<file path="src/rtl/adder_share_arbiter.sv">
// adder_share_arbiter: one ripple-carry adder shared by NREQ requesters.
// Grant in IDLE, one full cycle for the carry chain to settle in ADD, then
// the {carry, sum} result is held in RESP until the consumer takes it.
// Optional build macro: ADDER_ARB_FIXED_PRIO_EN selects fixed priority
// (lowest index wins) instead of round-robin.

// One bit cell of the carry chain.
module full_adder (
    input  logic a,
    input  logic b,
    input  logic ci,
    output logic s,
    output logic co
);
    assign s  = a ^ b ^ ci;
    assign co = (a & b) | (ci & (a ^ b));
endmodule

// Purely combinational ripple-carry adder built from an array of bit cells.
module ripple_carry_adder_60bit #(
    parameter int WIDTH = 60
) (
    input  logic [WIDTH-1:0] a,
    input  logic [WIDTH-1:0] b,
    input  logic             cin,
    output logic [WIDTH-1:0] sum,
    output logic             cout
);
    logic [WIDTH:0] carry;

    assign carry[0] = cin;

    for (genvar i = 0; i < WIDTH; i++) begin : g_bit
        full_adder u_fa (
            .a  (a[i]),
            .b  (b[i]),
            .ci (carry[i]),
            .s  (sum[i]),
            .co (carry[i+1])
        );
    end

    assign cout = carry[WIDTH];
endmodule

module adder_share_arbiter #(
    parameter int  WIDTH = 60,
    parameter int  NREQ  = 4,
    localparam int IDW   = $clog2(NREQ)
) (
    input  logic                  i_clk,
    input  logic                  i_rst,
    input  logic [NREQ-1:0]       i_req_valid,
    input  logic [NREQ*WIDTH-1:0] i_req_a,
    input  logic [NREQ*WIDTH-1:0] i_req_b,
    output logic [NREQ-1:0]       o_req_ready,
    output logic                  o_rsp_valid,
    output logic [IDW-1:0]        o_rsp_id,
    output logic [WIDTH:0]        o_rsp_result,
    input  logic                  i_rsp_ready,
    output logic                  o_busy
);
    typedef enum logic [1:0] {
        IDLE = 2'd0,
        ADD  = 2'd1,
        RESP = 2'd2
    } state_t;

    state_t            state, state_nxt;
    logic              grant_any;
    logic [IDW-1:0]    grant_idx;
    logic [NREQ-1:0]   ready_vec;
    logic              handshake;
    logic [WIDTH-1:0]  a_q, b_q;
    logic [IDW-1:0]    id_q;
    logic [WIDTH-1:0]  add_sum;
    logic              add_cout;
    logic [WIDTH:0]    result_q;

`ifdef ADDER_ARB_FIXED_PRIO_EN
    // Fixed priority: scan from the top down so the lowest valid index wins.
    always_comb begin
        grant_any = 1'b0;
        grant_idx = '0;
        for (int k = NREQ - 1; k >= 0; k--) begin
            if (i_req_valid[k]) begin
                grant_any = 1'b1;
                grant_idx = IDW'(k);
            end
        end
    end
`else
    logic [IDW-1:0] last_q;

    // Round-robin: first look above the last winner, then wrap to 0..last.
    always_comb begin
        grant_any = 1'b0;
        grant_idx = '0;
        for (int k = 0; k < NREQ; k++) begin
            if (!grant_any && i_req_valid[k] && (k > int'(last_q))) begin
                grant_any = 1'b1;
                grant_idx = IDW'(k);
            end
        end
        for (int k = 0; k < NREQ; k++) begin
            if (!grant_any && i_req_valid[k] && (k <= int'(last_q))) begin
                grant_any = 1'b1;
                grant_idx = IDW'(k);
            end
        end
    end

    // Last-grant pointer; reset value makes requester 0 the first winner.
    always_ff @(posedge i_clk or posedge i_rst) begin
        if (i_rst)          last_q <= IDW'(NREQ - 1);
        else if (handshake) last_q <= grant_idx;
    end
`endif

    assign handshake = (state == IDLE) && grant_any;

    // One-hot accept, only in IDLE and forced low while reset is held.
    always_comb begin
        ready_vec = '0;
        if (handshake && !i_rst) ready_vec[grant_idx] = 1'b1;
    end

    assign o_req_ready = ready_vec;

    // State register.
    always_ff @(posedge i_clk or posedge i_rst) begin
        if (i_rst) state <= IDLE;
        else       state <= state_nxt;
    end

    // Next state: grant -> settle one cycle -> hold until consumed.
    always_comb begin
        state_nxt = state;
        case (state)
            IDLE:    if (grant_any) state_nxt = ADD;
            ADD:     state_nxt = RESP;
            RESP:    if (i_rsp_ready) state_nxt = IDLE;
            default: state_nxt = IDLE;
        endcase
    end

    // Capture the winner's operands and index on the accept edge.
    always_ff @(posedge i_clk or posedge i_rst) begin
        if (i_rst) begin
            a_q  <= '0;
            b_q  <= '0;
            id_q <= '0;
        end else if (handshake) begin
            a_q  <= i_req_a[int'(grant_idx)*WIDTH +: WIDTH];
            b_q  <= i_req_b[int'(grant_idx)*WIDTH +: WIDTH];
            id_q <= grant_idx;
        end
    end

    ripple_carry_adder_60bit #(.WIDTH(WIDTH)) u_adder (
        .a    (a_q),
        .b    (b_q),
        .cin  (1'b0),
        .sum  (add_sum),
        .cout (add_cout)
    );

    // Register the settled sum at the end of ADD; it then holds through RESP.
    always_ff @(posedge i_clk or posedge i_rst) begin
        if (i_rst)              result_q <= '0;
        else if (state == ADD)  result_q <= {add_cout, add_sum};
    end

    assign o_rsp_valid  = (state == RESP);
    assign o_rsp_id     = id_q;
    assign o_rsp_result = result_q;
    assign o_busy       = (state != IDLE);
endmodule
</file>
<file path="config.mk">
export PLATFORM = sky130hd
export DESIGN_NAME = adder_share_arbiter
export DESIGN_NICKNAME = d
export VERILOG_FILES = /design/src/rtl/adder_share_arbiter.sv
export SDC_FILE = /design/constraint.sdc
export NUM_CORES = 1
export LEC_CHECK = 0
export CORE_AREA = 2 2 218 220
export DETAILED_ROUTE_END_ITERATION = 10
export DIE_AREA = 0 0 220 222
export PLACE_DENSITY_LB_ADDON = 0.25
export SYNTH_ARGS = -nofsm -noshare
export SYNTH_HDL_FRONTEND = slang
export SYNTH_SLANG_ARGS = --single-unit
</file>
<file path="constraint.sdc">
create_clock -name i_clk -period 32.5 [get_ports i_clk]
set_clock_uncertainty 0.2 [all_clocks]
set_input_delay 9.75 -clock i_clk [delete_from_list [all_inputs] [get_ports i_clk]]
set_output_delay 9.75 -clock i_clk [all_outputs]
set_load 0.02 [all_outputs]
</file>
==> impl_metrics.toml, run 1 <==
# generated from flow reports
[synth]
yosysChipArea_mm2 = 0.01233
ys_warn_count = 0
ys.flop_type = "dfrtp_1"
top_logic_kind = "AND-OR/OR-AND gates"
synthCells = 1207
edf_count = 0
synth_cell_type_count = 38
xor_share_pct = 0
ys_sh_simple_pct = 15.65

[finish]
n_multi_input_combinational_cell = 879
n_all_inverters = 13
comb_area_share_pct = 37.13
clk_share_pct = 3.077
area_growth_pct = 51.78
final_cell_mix = "553 x clkdlybuf4s50_1, 185 x dfrtp_1, 125 x o21ai_0"
final_util_pct = 40.44
nonClockBufferCount = 573

[die]
die_y_um = 222
rows = 79
ios = 556
core-area_mm2 = 0.04626
fp-utilization_pct = 26.64

[sta]
finalSetupTns_ns = 0
min_period_ns = 28.37

[grt]
met3_usage_pct = 4.815
grtUsageMet2_pct = 34.54
grt_max_degree = 87
globalRoute.busiestLayer = "met2"

[power]
switching_share_pct = 44.46
internal_power_mw = 0.9011
p_per_area_mw_per_mm2 = 86.73
power_frac_comb_pct = 59.4

[detailed_routing]
viasPerCell = 5.105
drtPass1Iterations = 7
drc = 0
top_layer_used = "met5"

[worst_setup_path]
crit_path_top_delay_cell = "fa_1"
worst-r2r-setup-slack_ns = 4.13
r2r_start = "a_q[0]$_DFFE_PP0P_"

[min_path]
hold_class = "reg -> reg"
min_from = "o_rsp_result[59]$_DFFE_PP0N_"

[place]
hpwl_um = 37020

[clock_tree]
h-tree-depth = 4
post_cts_buffers = 0

[run_status]
run_status = "finished clean"
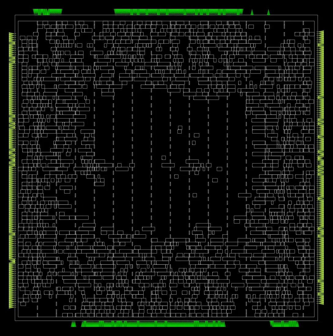
(run_1/placement.png)
Flops: 187
Final Non-Filler Cells: 2,291
Filler cells: 4,570
flop share of the area: 25.03%

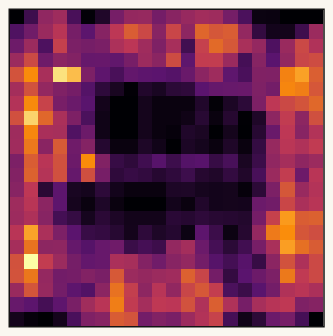
(run_1/metal_density.png)
The die is cut into 22 by 22 equal tiles; black is low, pale yellow is high, scaled to the fullest tile. Values are wire area over tile area, all layers added.
fullest tile: 0.52
tiles over half the peak: 19%
emptiest ninth of the die: centre
mean over tiles: 0.17
final wirelength: 49,310 um
Wirelength per Cell: 21.53 um
Vias: 11,696

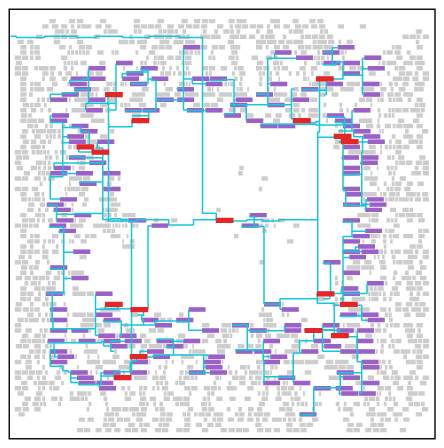
(run_1/clk_routes.png)
legend:
  clock wires:
    colour: cyan
    length: 2,780 um
  flip-flops:
    colour: purple
    count: 187
  clock drivers:
    colour: red
    count: 17
routed clock nets: 18
flops lie: all over the die
clock power share: 12.9%
Worst-Skew Late Latency: 0.45 ns
clock group total power: 0.209 mW

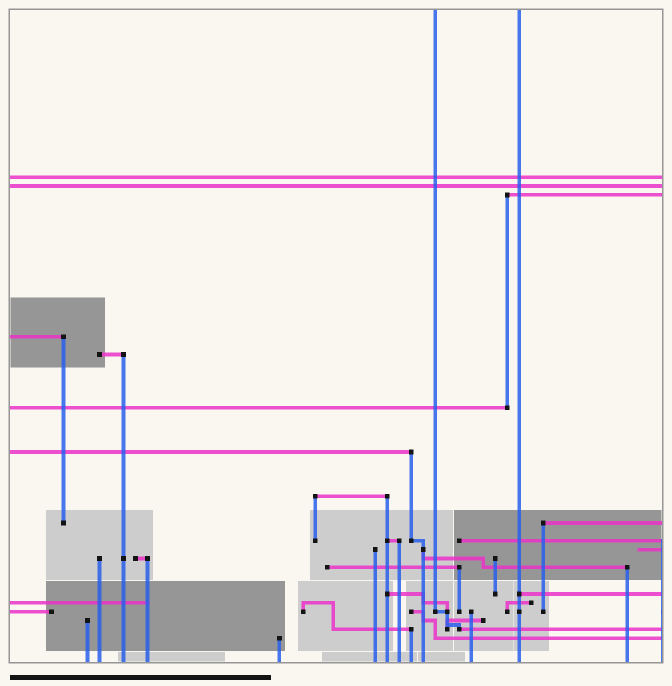
(run_1/detail.png)
The bar under the picture is 10 um long. Region (98, 54) to (123, 79) um. Cells in grey, sequential cells in the stronger grey; small squares are vias.
legend:
  metal 2:
    colour: blue
  metal 1:
    colour: magenta
cells with their middle in the window: 8
netlist names of flops here include: b_q (1), o_rsp_result (1)
most frequent: dfrtp_1 (2)
sequential cells in the window: 2

==> run 2: changes to the inputs <==
--- a/config.mk
+++ b/config.mk
@@ -8,6 +8,7 @@
 export CORE_AREA = 2 2 218 220
 export DETAILED_ROUTE_END_ITERATION = 10
 export DIE_AREA = 0 0 220 222
+export GPL_ROUTABILITY_DRIVEN = 0
 export PLACE_DENSITY_LB_ADDON = 0.25
 export SYNTH_ARGS = -nofsm -noshare
 export SYNTH_HDL_FRONTEND = slang
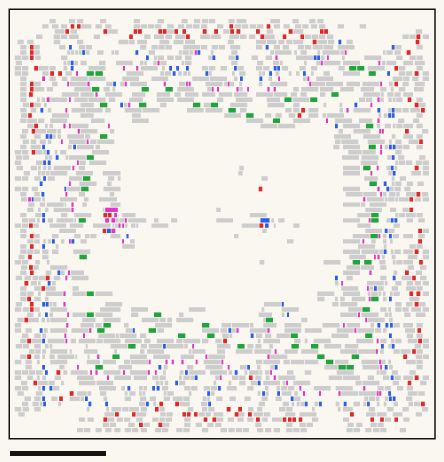
(run_2/logic_types.png)
The bar under the picture is 50 um long.
legend:
  mux cells:
    colour: green
    cells: 58
    where: all over the die
  nor cells:
    colour: magenta
    cells: 129
    where: all over the die
  and/or cells:
    colour: red
    cells: 125
    where: all over the die
  nand cells:
    colour: blue
    cells: 129
    where: all over the die
combinational share of cell area: 37.13%
most frequent logic cell in the layout: clkdlybuf4s50_1

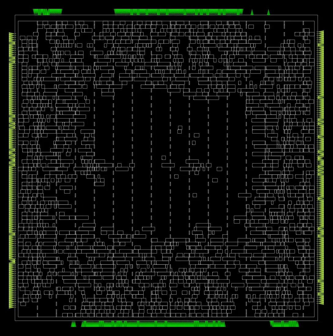
(run_2/placement.png)
CORE AREA: 0.04626 mm^2
row count: 79
Layout Utilization: 40.44%

==> impl_metrics.toml, run 2 <==
# generated from flow reports
[sta]
finalSetupTns_ns = 0
min_period_ns = 28.37

[clock_tree]
h-tree-depth = 4
insertion_delay_ns = 0.45

[grt]
grtUsageMet2_pct = 34.54
met3_usage_pct = 4.815

[detailed_routing]
drtPass1Iterations = 7
top_layer_used = "met5"

[power]
internal_power_mw = 0.9011
p_clk_share_pct = 12.9
power_frac_comb_pct = 59.4

[worst_setup_path]
worst-r2r-setup-slack_ns = 4.13

[finish]
flops = 187
final_cells = 2291
n_multi_input_combinational_cell = 879
fill_cells = 4570

[run_status]
run_status = "finished clean"

[place]
hpwl_um = 37020

[synth]
ys_sh_simple_pct = 15.65
ys.flop_type = "dfrtp_1"
Power and IR drop assume default switching activity.
